===== config.mk =====
export PLATFORM = sky130hd
export DESIGN_NAME = pcm_frame_packer_flat
export DESIGN_NICKNAME = d
export VERILOG_FILES = /design/src/rtl/pcm_frame_packer_if.sv /design/src/rtl/pcm_frame_packer.sv /design/src/flat_wrapper.sv
export SDC_FILE = /design/constraint.sdc
export NUM_CORES = 1
export LEC_CHECK = 0
export CAP_MARGIN = 20
export CELL_PAD_IN_SITES_DETAIL_PLACEMENT = 1
export CELL_PAD_IN_SITES_GLOBAL_PLACEMENT = 2
export CORE_ASPECT_RATIO = 0.9
export CORE_MARGIN = 10
export CORE_UTILIZATION = 25
export DETAILED_ROUTE_END_ITERATION = 10
export PLACE_DENSITY = 0.57
export SYNTH_ARGS = -nofsm -noshare
export SYNTH_HDL_FRONTEND = slang
export SYNTH_SLANG_ARGS = --single-unit

===== constraint.sdc =====
create_clock -name CLKDIVH2 -period 5.45 [get_ports CLKDIVH2]
set_input_delay 1.09 -clock CLKDIVH2 [delete_from_list [all_inputs] [get_ports CLKDIVH2]]
set_output_delay 1.09 -clock CLKDIVH2 [all_outputs]
set_load 0.005 [all_outputs]

===== src/rtl/pcm_frame_packer_if.sv =====
// rtl/pcm_frame_packer_if.sv - sample input and frame word stream bundle for pcm_frame_packer
//
// Purpose: groups the sample strobe/data, the outgoing valid/ready word stream and
//          the dropped-frame counter into one bundle.
// Signals:
//   in_valid   sample-set strobe            (master -> slave)
//   in_data    CH*DW packed samples          (master -> slave)
//   out_ready  downstream accepts word       (master -> slave)
//   out_valid  stream word valid             (slave -> master)
//   out_data   DW-bit stream word            (slave -> master)
//   out_last   final (checksum) word flag    (slave -> master)
//   ovf_cnt    saturating dropped-frame count (slave -> master)
interface pcm_frame_packer_if #(
    parameter int CH = 4,
    parameter int DW = 16
);
    logic               in_valid;
    logic [CH*DW-1:0]   in_data;
    logic               out_valid;
    logic               out_ready;
    logic [DW-1:0]      out_data;
    logic               out_last;
    logic [15:0]        ovf_cnt;

    modport master (
        output in_valid, in_data, out_ready,
        input  out_valid, out_data, out_last, ovf_cnt
    );

    modport slave (
        input  in_valid, in_data, out_ready,
        output out_valid, out_data, out_last, ovf_cnt
    );
endinterface


===== src/rtl/pcm_frame_packer.sv =====
// rtl/pcm_frame_packer.sv - buffers PCM sample sets in a frame FIFO and streams them as header/samples/checksum
//
// Purpose: snapshots CH parallel DW-bit samples on each in_valid strobe into a
//          DEPTH-frame FIFO tagged with an 8-bit sequence number, then emits each
//          frame as CH+2 stream words: {SYNC, seq}, ch0..chCH-1, XOR checksum.
//          Frames arriving while the FIFO is full are dropped and counted.
// Ports:
//   CLKDIVH2   decimated sample clock, posedge
//   RST        asynchronous active-high reset
//   bus        pcm_frame_packer_if slave modport (in_valid/in_data, out_* stream, ovf_cnt)
module pcm_frame_packer #(
    parameter int         CH    = 4,
    parameter int         DW    = 16,
    parameter int         DEPTH = 4,
    parameter logic [7:0] SYNC  = 8'hA5
) (
    input  logic                 CLKDIVH2,
    input  logic                 RST,
    pcm_frame_packer_if.slave    bus
);
    localparam int AW = $clog2(DEPTH);
    localparam int IW = $clog2(CH + 2);

    typedef enum logic [1:0] {IDLE, HDR, DATA, CSUM} state_t;

    state_t             state, state_n;
    logic [IW-1:0]      idx, idx_n;
    logic [DW-1:0]      csum, csum_n;
    logic [DW-1:0]      sample;

    logic [CH*DW-1:0]   mem_data [DEPTH];
    logic [7:0]         mem_seq  [DEPTH];
    logic [AW:0]        wr_ptr, rd_ptr;
    logic [AW:0]        count;
    logic [7:0]         seq;
    logic [CH*DW-1:0]   head_data;
    logic [7:0]         head_seq;

    logic full, empty, hs, pop, push, drop;

    assign count     = wr_ptr - rd_ptr;
    assign full      = (count == (AW+1)'(DEPTH));
    assign empty     = (wr_ptr == rd_ptr);
    assign head_data = mem_data[rd_ptr[AW-1:0]];
    assign head_seq  = mem_seq[rd_ptr[AW-1:0]];

    assign hs   = bus.out_valid && bus.out_ready;
    assign pop  = hs && (state == CSUM);
    // A checksum handshake frees the head slot on the same edge, so a full FIFO
    // can still take the incoming frame into that slot.
    assign push = bus.in_valid && (!full || pop);
    assign drop = bus.in_valid && full && !pop;

    // Frame storage carries no reset; emptiness is defined by the pointers alone.
    always_ff @(posedge CLKDIVH2) begin
        if (push) begin
            mem_data[wr_ptr[AW-1:0]] <= bus.in_data;
            mem_seq[wr_ptr[AW-1:0]]  <= seq;
        end
    end

    always_ff @(posedge CLKDIVH2 or posedge RST) begin
        if (RST) begin
            state       <= IDLE;
            idx         <= '0;
            csum        <= '0;
            wr_ptr      <= '0;
            rd_ptr      <= '0;
            seq         <= '0;
            bus.ovf_cnt <= '0;
        end else begin
            state <= state_n;
            idx   <= idx_n;
            csum  <= csum_n;
            if (push) wr_ptr <= wr_ptr + (AW+1)'(1);
            if (pop)  rd_ptr <= rd_ptr + (AW+1)'(1);
            // seq advances on dropped frames too so receivers can see the gap.
            if (bus.in_valid) seq <= seq + 8'd1;
            if (drop && (bus.ovf_cnt != 16'hFFFF)) bus.ovf_cnt <= bus.ovf_cnt + 16'd1;
        end
    end

    always_comb begin
        sample = '0;
        for (int i = 0; i < CH; i++) begin
            if (idx == IW'(i + 1)) sample = head_data[i*DW +: DW];
        end
    end

    // Outputs are decoded from registered state and FIFO head only, so they hold
    // steady under backpressure and never depend on out_ready.
    always_comb begin
        state_n       = state;
        idx_n         = idx;
        csum_n        = csum;
        bus.out_valid = 1'b0;
        bus.out_data  = '0;
        bus.out_last  = 1'b0;
        case (state)
            IDLE: begin
                if (!empty) state_n = HDR;
            end
            HDR: begin
                bus.out_valid = 1'b1;
                bus.out_data  = DW'({SYNC, head_seq});
                if (hs) begin
                    state_n = DATA;
                    idx_n   = IW'(1);
                    csum_n  = '0;
                end
            end
            DATA: begin
                bus.out_valid = 1'b1;
                bus.out_data  = sample;
                if (hs) begin
                    csum_n = csum ^ sample;
                    if (idx == IW'(CH)) state_n = CSUM;
                    else                idx_n   = idx + IW'(1);
                end
            end
            CSUM: begin
                bus.out_valid = 1'b1;
                bus.out_last  = 1'b1;
                bus.out_data  = csum;
                if (hs) begin
                    // Non-empty after this pop: another frame was queued, or one lands now.
                    state_n = ((count > (AW+1)'(1)) || push) ? HDR : IDLE;
                end
            end
            default: state_n = IDLE;
        endcase
    end
endmodule


===== src/flat_wrapper.sv =====
// flat-port wrapper written by rule: the top's interface ports become plain ports
module pcm_frame_packer_flat 
#(
    parameter int         CH    = 4,
    parameter int         DW    = 16,
    parameter int         DEPTH = 4,
    parameter logic [7:0] SYNC  = 8'hA5
)
  (CLKDIVH2, RST, bus_in_valid, bus_in_data, bus_out_ready, bus_out_valid, bus_out_data, bus_out_last, bus_ovf_cnt);
  pcm_frame_packer_if #(.CH(CH), .DW(DW)) bus_i ();
  input  logic CLKDIVH2;
  input  logic RST;
  input wire logic [$bits(bus_i.in_valid)-1:0] bus_in_valid;
  input wire logic [$bits(bus_i.in_data)-1:0] bus_in_data;
  input wire logic [$bits(bus_i.out_ready)-1:0] bus_out_ready;
  output wire logic [$bits(bus_i.out_valid)-1:0] bus_out_valid;
  output wire logic [$bits(bus_i.out_data)-1:0] bus_out_data;
  output wire logic [$bits(bus_i.out_last)-1:0] bus_out_last;
  output wire logic [$bits(bus_i.ovf_cnt)-1:0] bus_ovf_cnt;
  assign bus_i.in_valid = bus_in_valid;
  assign bus_i.in_data = bus_in_data;
  assign bus_i.out_ready = bus_out_ready;
  assign bus_out_valid = bus_i.out_valid;
  assign bus_out_data = bus_i.out_data;
  assign bus_out_last = bus_i.out_last;
  assign bus_ovf_cnt = bus_i.ovf_cnt;
  pcm_frame_packer #(.CH(CH), .DW(DW), .DEPTH(DEPTH), .SYNC(SYNC)) u_core (.CLKDIVH2(CLKDIVH2), .RST(RST), .bus(bus_i));
endmodule

==> qor.csv <==
stage,metric,value,unit
final_timing,slew at the pin closest to its max-slew limit,1.01,ns
finish,share of post-route cells with drive strength above 1,11.8,%
finish,Antenna diodes,0,
final_timing,"crit path setup slack, layout",0.521,ns
final_timing,final setup TNS,0,ns
logic_synthesis,share of synthesized registers carrying an async set or reset,15.0,%
power,Pwr Density,580,mW/mm²
place,total cell area at the placement stage,0.0161,mm²
finish,area occupied by multi-input gates,0.00393,mm²
finish,multi-input gate count,474,
logic_synthesis,post-synthesis instance area,0.0142,mm²
worst_setup_path,data arrival time of the critical path,3.84,ns
finish,Plain + repair buffers,126,
finish,Nets,1081,
cts,total number of clock tree sinks,339,
final_timing,unrepaired setup endpoints after global routing,false,
worst_setup_path,highest cell delay on the worst timing path,0.61,ns
global_routing,largest net degree at the start of global routing,47,
floorplanning,Die Area,0.0666,mm²
status,outcome,"finished, final reports clean",
routing,number of remaining DRC errors,0,
finish,largest cell class by area,flip-flops and latches,
finish,share of the final layout cell area in multi-input gates,22.4,%
cts,post-CTS setup buffer count,0,
floorplanning,overall die width,271,µm
place,Detail Placement HPWL,26.8,mm
global_routing,total congestion overflow,0,
logic_synthesis,"Seq share, synth",70.1,%
logic_synthesis,Yosys warnings,0,
floorplanning,overall die height,246,µm
final_timing,WHS,0.517,ns
floorplanning,CORE AREA,0.0559,mm²
logic_synthesis,cell count after synthesis,875,
final_timing,worst slew margin relative to its limit,32.9,%
worst_setup_path,startpoint type of the worst setup path,flip-flop,
place,Routability Congestion,0.744,
global_routing,via count of the first global-routing pass,8859,
global_routing,global-route wire length before repair,60.3,mm
logic_synthesis,number of enable flip-flop cells,288,
final_timing,max-slew violations,0,
worst_setup_path,number of buffers and inverters on the critical path,3,
routing,TritonRoute pass-1 iters,5,
cts,total number of H-tree levels,2,
cts,total of hold buffers inserted after clock tree synthesis,0,
floorplanning,Tapcell Cnt,756,
logic_synthesis,Flops after synth,339,
routing,per-cell routed wire length,22.6,µm
worst_setup_path,critical path peak fanout,11,
logic_synthesis,number of library cell types mapped by synthesis,58,
place,quantity of I/O buffers inserted on ports,101,
power,peak supply drop,0.254,mV
flow_run,max-cap check violation count,0,
worst_hold_path,class of the worst hold path,reg -> reg,
flow_run,OpenROAD warnings,36,
routing,DR iter-0 viols,549,
worst_setup_path,endpoint required time on the critical path,4.36,ns
place,worst setup slack before clock tree synthesis,1.08,ns
final_timing,final clock period utilization by the worst path,90.4,%
cts,clock transition at the registers of the reported paths,0.06,ns
worst_setup_path,Critical Path Most Common Cell,nand2_1,
worst_setup_path,kind of capture point of the worst setup path,output pin,
finish,relative area of non-clock buffer cells in the final design,7.21,%
final_timing,maximum clock frequency,203,MHz
global_routing,antenna violations before repair,0,
finish,clock network area share,8.33,%
logic_synthesis,nets in the synthesized netlist,962,
cts,buffer levels on the longest clock path,3,
final_timing,final setup violating endpoints,0,
finish,filler instances,5751,
power,P_leak,6.23,nW
worst_setup_path,Setup CP Type,reg -> out,
cts,TritonCTS clock tree,yes,
floorplanning,Starting Density,25.3,%
cts,cells resized by post-CTS repair,0,
place,number of instances in the placed design,1708,
floorplanning,top-level port count,102,
finish,Post-Layout Cell Count,1782,
finish,area growth from synthesis to final layout,24.2,%
routing,via-per-instance ratio,4.66,
final_timing,minimum period implied by the final worst setup slack,4.93,ns
finish,non-clock inverter total of the final layout,13,
finish,Final Cell Area,0.0176,mm²
final_timing,final hold violation count,0,
routing,Final ANT Viol Nets,0,
routing,drt total wl,40.3,mm
logic_synthesis,post-synthesis area per instance,16.2,µm²
worst_setup_path,highest-delay cell along the critical path,clkdlybuf4s50_1,
logic_synthesis,chip area from the yosys synthesis statistics,0.0142,mm²
logic_synthesis,yosys cell count,875,
worst_setup_path,ordered cell list for the critical path,"inv_1, ha_1, nand2_1, nand2_1, buf_4, o311a_1, nand3_1, a21oi_1, clkdlybuf4s50_1",
cts,clock root buffer,clkbuf_16,
worst_setup_path,"CP delay by family, top",buffers and inverters,
floorplanning,site row count,82,
logic_synthesis,top_reg_cell synth,edfxtp_1,
[Yosys cell counts, types with 9 or more instances]
master      n  area [µm²]
edfxtp_1  288        8650
mux2i_1   110        1100
dfrtp_1    51        1280
nand3_1    40         200
a22oi_1    39         293
nand2_1    27         101
nor2_1     22        82.6
ha_1       18         225
buf_2      17        85.1
xnor2_1    17         149
a21oi_1    16        80.1
o311a_1    16         160
o22ai_1    15        93.8
a211o_1    14         123
clkbuf_1   14        52.6
inv_1      13        48.8
buf_4      12        90.1
and4_1     10        87.6
mux2_2     10         113
xor2_1     10        87.6
a31oi_1     9        56.3
mux2_1      9         101
mux4_2      9         203
[layer usage]
layer	GRT usage, %	part of all wire [%]	up-vias
met3	2.48	4.4	52
li1	-	-	3732
met1	17.0	49	4329
met4	3.53	2.0	0
met2	18.2	45	184
met5	0	0	-
[metrics by stage]
step / util [%] / total power, mW
2_1_floorplan: - / 5.93
3_3_place_gp: 28.8 / 7.31
3_5_place_dp: 28.8 / 7.37
4_1_cts: 31.5 / 10.4
5_1_grt: 31.5 / 10.8
6_report: 31.5 / 10.2
[registers in the layout, summed over array words and instances, names as in the netlist]
name	count
u_core.bus.ovf_cnt	16
u_core.csum	16
u_core.idx	3
u_core.mem_data	256
u_core.mem_seq	32
u_core.rd_ptr	3
u_core.seq	8
u_core.state	2
u_core.wr_ptr	3
[worst paths after layout]
| kind | to | from | depth (start not counted) | slack [ns] |
|---|---|---|---|---|
| worst max register to register | u_core.mem_data[1][45] | u_core.rd_ptr[1] | 6 | 1.66 |
| max in group asynchronous | u_core.csum[12] | RST | 3 | 3.55 |
| worst max-delay path | bus_out_data[7] | u_core.idx[0] | 9 | 0.52 |
| worst min-delay path | u_core.bus.ovf_cnt[9] | u_core.bus.ovf_cnt[9] | 1 | 0.52 |
| worst min register to register | u_core.bus.ovf_cnt[9] | u_core.bus.ovf_cnt[9] | 1 | 0.52 |
| min in group asynchronous | u_core.bus.ovf_cnt[0] | RST | 2 | 1.07 |
[where the power goes]
group	switching (mW)	internal, mW
Combinational	2.10	1.26
Sequential	0.313	3.56
Clock	1.08	1.88
Total	3.50	6.71
[cells by family after synthesis]
group	after synthesis	share of synthesized area, %
flops	339	70.1
compound gates	152	8.27
mux	138	10.7
simple gates	137	5.11
buf+inv	62	2.27
xor+xnor	28	1.84
fa+ha+maj	19	1.73
[cells in the final DEF (no fill, tap or decap), types with 7 or more instances in the layout]
master / n
inv_1: 12
bufinv_16: 10
mux4_2: 9
nand4_1: 8
xnor2_1: 17
a21oi_1: 16
o21ai_0: 8
mux2_1: 9
xor2_1: 10
mux2_2: 10
dfrtp_1: 49
edfxtp_1: 288
o311a_1: 16
nor2_1: 22
a22oi_1: 39
nand3_1: 40
a32o_1: 7
clkbuf_16: 42
and4_1: 10
mux2i_1: 110
clkinv_1: 7
buf_4: 19
a31oi_1: 9
ha_1: 18
o22ai_1: 15
a31o_1: 7
a211o_1: 14
nand2_1: 27
clkdlybuf4s50_1: 101
[worst reg2reg max path, cell delays in order, from the launching register on]
cell and delay [ns]:
dfrtp_4 0.83, buf_12 0.36, fa_1 0.49, and2_1 0.19
a31oi_1 0.52, and2_4 0.75, buf_4 0.37
port_nets.png
Drawn at 1.5 px/µm.
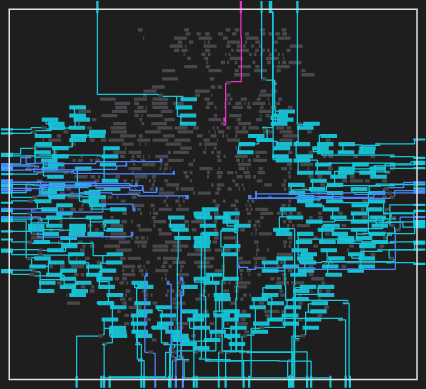
[magenta] bus_out_valid | direction: output | end cells: 1 | buffers: 1 | wire: 85.3 µm
[cyan] bus_in_data | direction: input | end cells: 256 | buffers: 64 | wire: 5850 µm
[blue] bus_out_data | direction: output | end cells: 16 | buffers: 16 | wire: 1640 µm

final_clocks.png
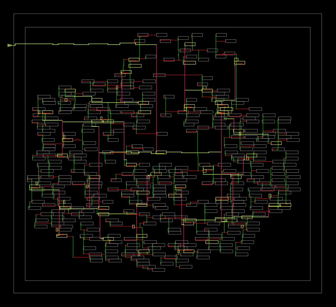
CLK BUF: 48
Seq Cell Count: 339
clock network latency to the later pin of the worst-skew pair: 0.56 ns
Worst Skew: 0.0246 ns
number of buffers created by CTS: 40

registers.png
Drawn at 1.5 px/µm.
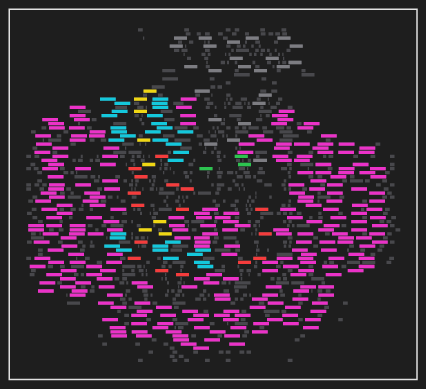
[green] u_core.idx | flops: 3
[cyan] u_core.mem_seq | flops: 32
[magenta] u_core.mem_data | flops: 256
[red] u_core.csum | flops: 16
[yellow] u_core.seq | flops: 8
not colored: 24
sequential fraction of total cell area: 56.5%
sequential group power: 3.87 mW
FF/Latch Area: 0.00993 mm²
end-of-flow core utilization: 31.5%

met2.png
Drawn at 1.5 px/µm. Cells faint in the background.
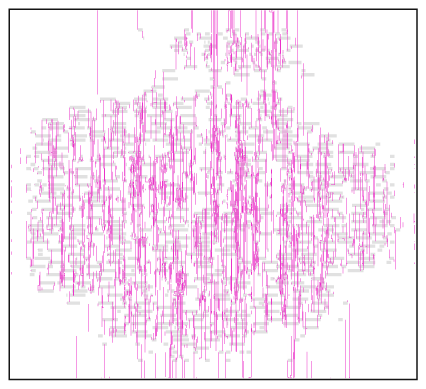
wire length on this layer: 18000 µm
longest straight run: 88.1 µm
nets with wire on the layer: 984
main direction: vertical

metal_stack.png
Drawn at 2 px/µm. Only two layers are drawn.
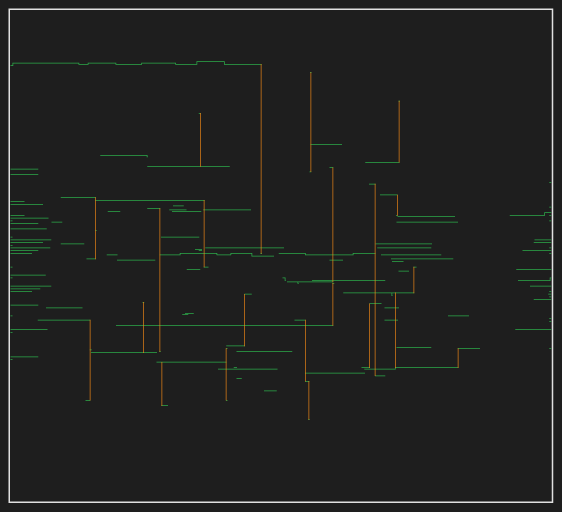
[orange] met4 | wire length: 801 µm
[green] met3 | wire length: 1790 µm
GRT Total Usage: 12.0%
routed via count: 8297

No activity file was given, so power comes from the tool's default toggle rates.
